Cell density map:
Bar = 20 um. 10 x 11 tiles, from black (low) to pale yellow (high), 0 to 100% covered.
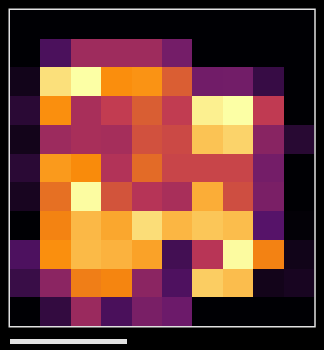
Cell classes on the final placement:
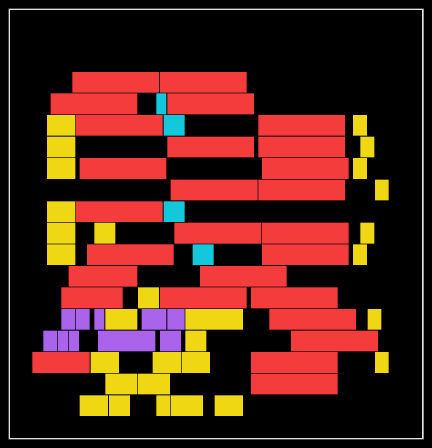
Congestion heat map:
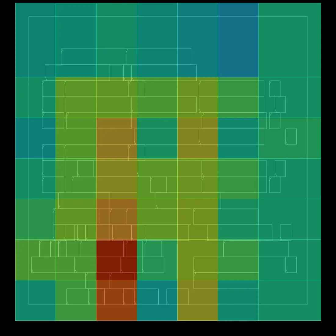
Wires at chosen ports, followed through buffers:
Bar = 20 um.
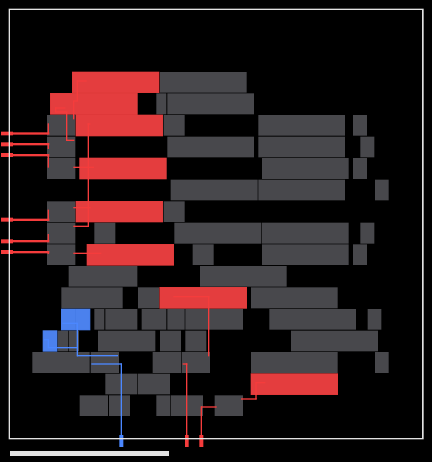
Power grid:
Bar = 20 um. Pins as bars on the die edge.
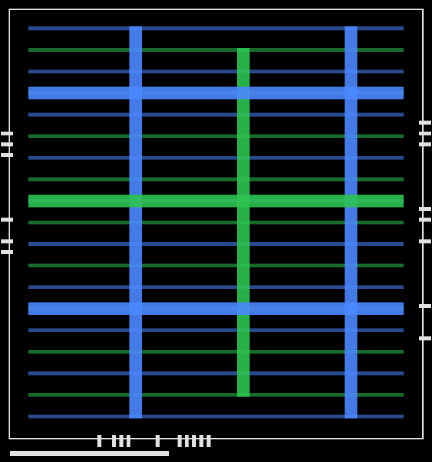
File: config.mk
export PLATFORM = sky130hd
export DESIGN_NAME = stall_delay_3
export DESIGN_NICKNAME = d
export VERILOG_FILES = /design/src/rtl/stall_delay_3.sv
export SDC_FILE = /design/constraint.sdc
export NUM_CORES = 1
export LEC_CHECK = 0
export CAP_MARGIN = 20
export CORE_AREA = 2 2 50 52
export CTS_CLUSTER_DIAMETER = 60
export CTS_CLUSTER_SIZE = 40
export DETAILED_ROUTE_END_ITERATION = 10
export DIE_AREA = 0 0 52 54
export MAX_ROUTING_LAYER = met4
export PLACE_DENSITY = 0.65
export SYNTH_ARGS = -nofsm -noshare
export SYNTH_HDL_FRONTEND = slang
export SYNTH_SLANG_ARGS = --single-unit
File: constraint.sdc
create_clock -name clk_i -period 1.23 [get_ports clk_i]
set_input_delay 0.246 -clock clk_i [delete_from_list [all_inputs] [get_ports clk_i]]
set_output_delay 0.246 -clock clk_i [all_outputs]
set_load 0.02 [all_outputs]
File: src/rtl/stall_delay_3.sv
// stall_delay_3: a three-stage elastic delay line. Each stage is a valid bit
// plus a data register; words march S1 -> S2 -> S3 in strict FIFO order.
// When the consumer stalls, empty stages still let the words behind them
// move forward, so the block can hold up to three words.
// The output is taken straight from the S3 registers. in_ready__ is a
// combinational function of out_ready_i, so a stall propagates back to
// the producer in the same cycle.
module stall_delay_3 #(
    parameter int WIDTH = 8
) (
    input  logic             clk_i,
    input  logic             rst_i,
    input  logic             in_valid_i,
    input  logic [WIDTH-1:0] in_data_i,
    output logic             in_ready__,
    output logic             out_valid__,
    output logic [WIDTH-1:0] output__,
    input  logic             out_ready_i,
    output logic [1:0]       occupancy__
);

    logic             s1_valid;
    logic             s2_valid;
    logic             s3_valid;
    logic [WIDTH-1:0] s1_data;
    logic [WIDTH-1:0] s2_data;
    logic [WIDTH-1:0] s3_data;

    logic s1_advance;
    logic s2_advance;
    logic s3_advance;

    // Ready chain: a stage may load when it is empty or when its word leaves
    // at this edge. The chain is evaluated from the output back to the input.
    always_comb begin
        s3_advance = !s3_valid || out_ready_i;
        s2_advance = !s2_valid || s3_advance;
        s1_advance = !s1_valid || s2_advance;
    end

    // Valid bits: reset wins. Otherwise each advancing stage takes the valid
    // bit from the stage behind it, so a bubble moving forward clears it.
    always_ff @(posedge clk_i) begin
        if (rst_i) begin
            s1_valid <= 1'b0;
            s2_valid <= 1'b0;
            s3_valid <= 1'b0;
        end else begin
            if (s3_advance) begin
                s3_valid <= s2_valid;
            end
            if (s2_advance) begin
                s2_valid <= s1_valid;
            end
            if (s1_advance) begin
                s1_valid <= in_valid_i;
            end
        end
    end

    // Data registers: no reset, because the contents are meaningless while
    // the matching valid bit is clear. They shift in step with the valid bits.
    always_ff @(posedge clk_i) begin
        if (s3_advance) begin
            s3_data <= s2_data;
        end
        if (s2_advance) begin
            s2_data <= s1_data;
        end
        if (s1_advance) begin
            s1_data <= in_data_i;
        end
    end

    // Outputs: the producer handshake, the S3 registers, and a count of the
    // valid stages taken directly from the valid bits.
    always_comb begin
        in_ready__  = s1_advance;
        out_valid__ = s3_valid;
        output__    = s3_data;
        occupancy__ = {1'b0, s1_valid} + {1'b0, s2_valid} + {1'b0, s3_valid};
    end

endmodule

==> flow_summary.toml <==
# yosys + openroad results
[yosys]
top_area_share_pct = 84.8
top_cells_by_area = "edfxtp_1, dfxtp_1, fa_1"
most_common_cell = "edfxtp_1"
syn_nets = 50
yosys.area.top_type = "edfxtp_1"
ys_seq_share_pct = 91.9
synth-edff-count = 24
ys.flop_type = "edfxtp_1"
synthCells = 37
avgSynthCellArea_um2 = 23.0
yosys_warnings = 0
ys_cells = 37
synthTopCellsByCount = "edfxtp_1, a21oi_1, dfxtp_1, inv_1"
synth_cell_types = 8

[global_routing]
use_met2_pct = 12.4
grt_max_degree = 15
grt_pass1_wl_um = 1500
grt_overflow_total = 0
grt_pass1_vias = 340
grt_busiest_layer = "met2"
globalRouteMet1Util_pct = 8.61

[timing]
fin_skew_ns = 0.00510
finalSetupViolations = 3
finalWorstSetupSlack_ns = -0.338
fin_crit_ns = 1.57
fmax_mhz = 638
hold_violations = 0
finalCritPeriodShare_pct = 127
slew_headroom_pct = 90.2
report.final.slew_viol_count = 0

[place]
dpl_worst_slack_ns = -0.493
gp_congestion = 0.703
dp.cells = 95

[job]
maxCapViolations = 0
warnings = 29

[clock_tree]
root_buffer = "clkbuf_4"
htreeDepth = 1
cts_buffers = 3
clock_latency_ns = 0.30
clk_path_buf_depth = 2
cts_tree = "done"
path_clk_slew_ns = 0.12

[floorplanning]
fp_util_pct = 36.6
dieArea_mm2 = 0.00281

[worst_setup_path]
r2r-end = "s1_data[4]"
startpoint_type = "flip-flop"
critical_path_class = "flip-flop to output pin"
worst-path-max-fanout = 2
slowest_delay_ns = 0.55
cp.arrival_ns = 1.32
cp.required_ns = 0.98
r2r_setup_slack_ns = 0.05
cp_cell_sequence = "fa_1, buf_6"
critPathSlowestCell = "fa_1"
rr_startpoint = "s2_valid"
reg2reg_depth = 4

[pwr]
cellLeakagePower_nw = 0.456
seq_power_share_pct = 70.0
switching_share_pct = 18.2
p_switching_w = 0.000276
fin_total_pwr_w = 0.00152
pwr-share-comb_pct = 8.1
p_clk_share_pct = 21.9
powerDensity_mw_per_mm2 = 1300

[routing]
drt_iter0_markers = 9
drc_errors = 0
drt-vias-per-instance = 4.09
drt-pass1-iter-count = 4
drt-total-wl_um = 988

[hold_path]
hold-path-cell-count = 0
hold_path.class = "flip-flop to flip-flop"
hold_end = "output__[1]"

[final_layout]
fillers = 205
multiInputGateArea_um2 = 57.6
syn_to_final_growth_pct = 37.6
diodes = 0
layout.nets = 84
fin_cells = 100
drive_gt1_share_pct = 32.9

[run_status]
failed_checks = "negative setup slack"
status = "finished, violations left"
Back to the opening pictures, 'cell density map':
24% of the tiles are nearly empty. 23% of the tiles are over 75% full. The mean over all tiles is 40%. The fullest tile reaches 100%. The densest ninth of the die: middle.
core area: 0.00232 mm2
final design utilization: 50.4%

Back to the opening pictures, 'cell classes on the final placement':
Key: cyan = clock drivers and dummy loads [cells 4, share of their area 2.3%]; yellow = remaining buffers and delay cells [cells 29, share of their area 22%]; red = registers [cells 27, share of their area 69%]; purple = remaining logic cells [cells 10, share of their area 6.1%]
Cell Rows: 18
fraction of area in registers: 67.2%
fin area: 0.00117 mm2

Back to the opening pictures, 'congestion heat map':
M3 GR Usage: 1.67%
GRT Util Overall: 8.08%
Routed wire per std cell: 9.88 um

Back to the opening pictures, 'wires at chosen ports, followed through buffers':
Key: red = in_data_i [bits 8, direction input, end cells 8, buffers 8, wire 100 um]; blue = rst_i [bits 1, direction input, end cells 3, buffers 1, wire 28.8 um]
number of port buffers: 23
num ports: 24

Back to the opening pictures, 'power grid':
Key: green = VDD; blue = VSS
3 straps on met5. 19 met1 rails follow the rows. 3 straps on met4. The core has 18 rows. 24 signal pins sit on the boundary.
die width: 52 um
Die H: 54 um
maximum vdd drop: 0.000722 V

-- flip-flops by register name, indices dropped and copies added, names as in the netlist --
| signal | cells |
|---|---|
| out_valid__ | 1 |
| s1_data | 8 |
| s2_data | 8 |
| s1_valid | 1 |
| output__ | 8 |
| s2_valid | 1 |
-- how the worst max path moves through the flow --
| stage | to | slack (ns) | from | depth (start not counted) |
|---|---|---|---|---|
| after CTS | occupancy__[0] | -0.36 | s2_valid | 2 |
| after detailed placement | in_ready__ | -0.49 | out_ready_i | 3 |
| after global routing | occupancy__[0] | -0.40 | s2_valid | 2 |
| final | occupancy__[0] | -0.34 | s2_valid | 2 |
| after floorplan | s1_data[0] | -0.07 | out_valid__ | 1 |
| after global placement | in_ready__ | -0.49 | out_ready_i | 3 |
-- cells in the final DEF, fill, tap and decap left out, types with 3 or more instances in the layout --
| cell type | count |
|---|---|
| buf_6 | 4 |
| clkdlybuf4s50_1 | 11 |
| a21oi_1 | 3 |
| clkbuf_4 | 3 |
| inv_1 | 3 |
| buf_4 | 4 |
| edfxtp_1 | 24 |
| clkbuf_2 | 8 |
-- through the flow --
step                      util (%)  setup TNS [ns]  instance area, um2
after floorplan                  -          -0.614                 853
after global placement        50.5           -3.54                1170
after detailed placement      50.5           -3.60                1170
after CTS                     52.2          -0.773                1210
after global routing          50.4          -0.940                1170
final                         50.4          -0.760                1170
-- worst max-delay path: cells and delay by family, from the launching register on --
family | cells | cell delay [ns]
fa+ha+maj | 1 | 0.55
flops | 1 | 0.35
buf+inv | 1 | 0.12
-- power groups by stage --
stage	combinational (W)	clock [W]	sequential (W)
floorplan	0.0000206	0	0.00111
global placement	0.000134	0	0.00108
detailed placement	0.000136	0	0.00108
CTS	0.000128	0.000354	0.00106
global route	0.000131	0.000392	0.00107
finish	0.000123	0.000332	0.00106
-- repair_timing --
action,in CTS,in global routing
hold buffers,0,0
pin swaps,2,0
gates cloned,0,0
setup buffers,2,1
setup endpoints to repair,12,20
resized,38,11
-- area by class of cell --
type,count,area share [%]
Inverter,3,0.964
Multi-Input combinational cell,7,4.93
Sequential cell,27,67.2
Tap cell,30,3.21
Clock buffer,4,2.25
Timing Repair Buffer,29,21.4
-- per-layer routing --
| layer | vias up | share of wire, % |
|---|---|---|
| li1 | 207 | - |
| met3 | 2 | 8.7 |
| met5 | - | 0 |
| met1 | 180 | 39 |
| met2 | 20 | 49 |
| met4 | 0 | 2.7 |
-- cell families after synthesis --
logic type,synth area share (%)
flops,91.9
compound gates,1.77
buf+inv,1.33
simple gates,2.65
fa+ha+maj,2.36
No activity file was given, so power comes from the tool's default toggle rates.
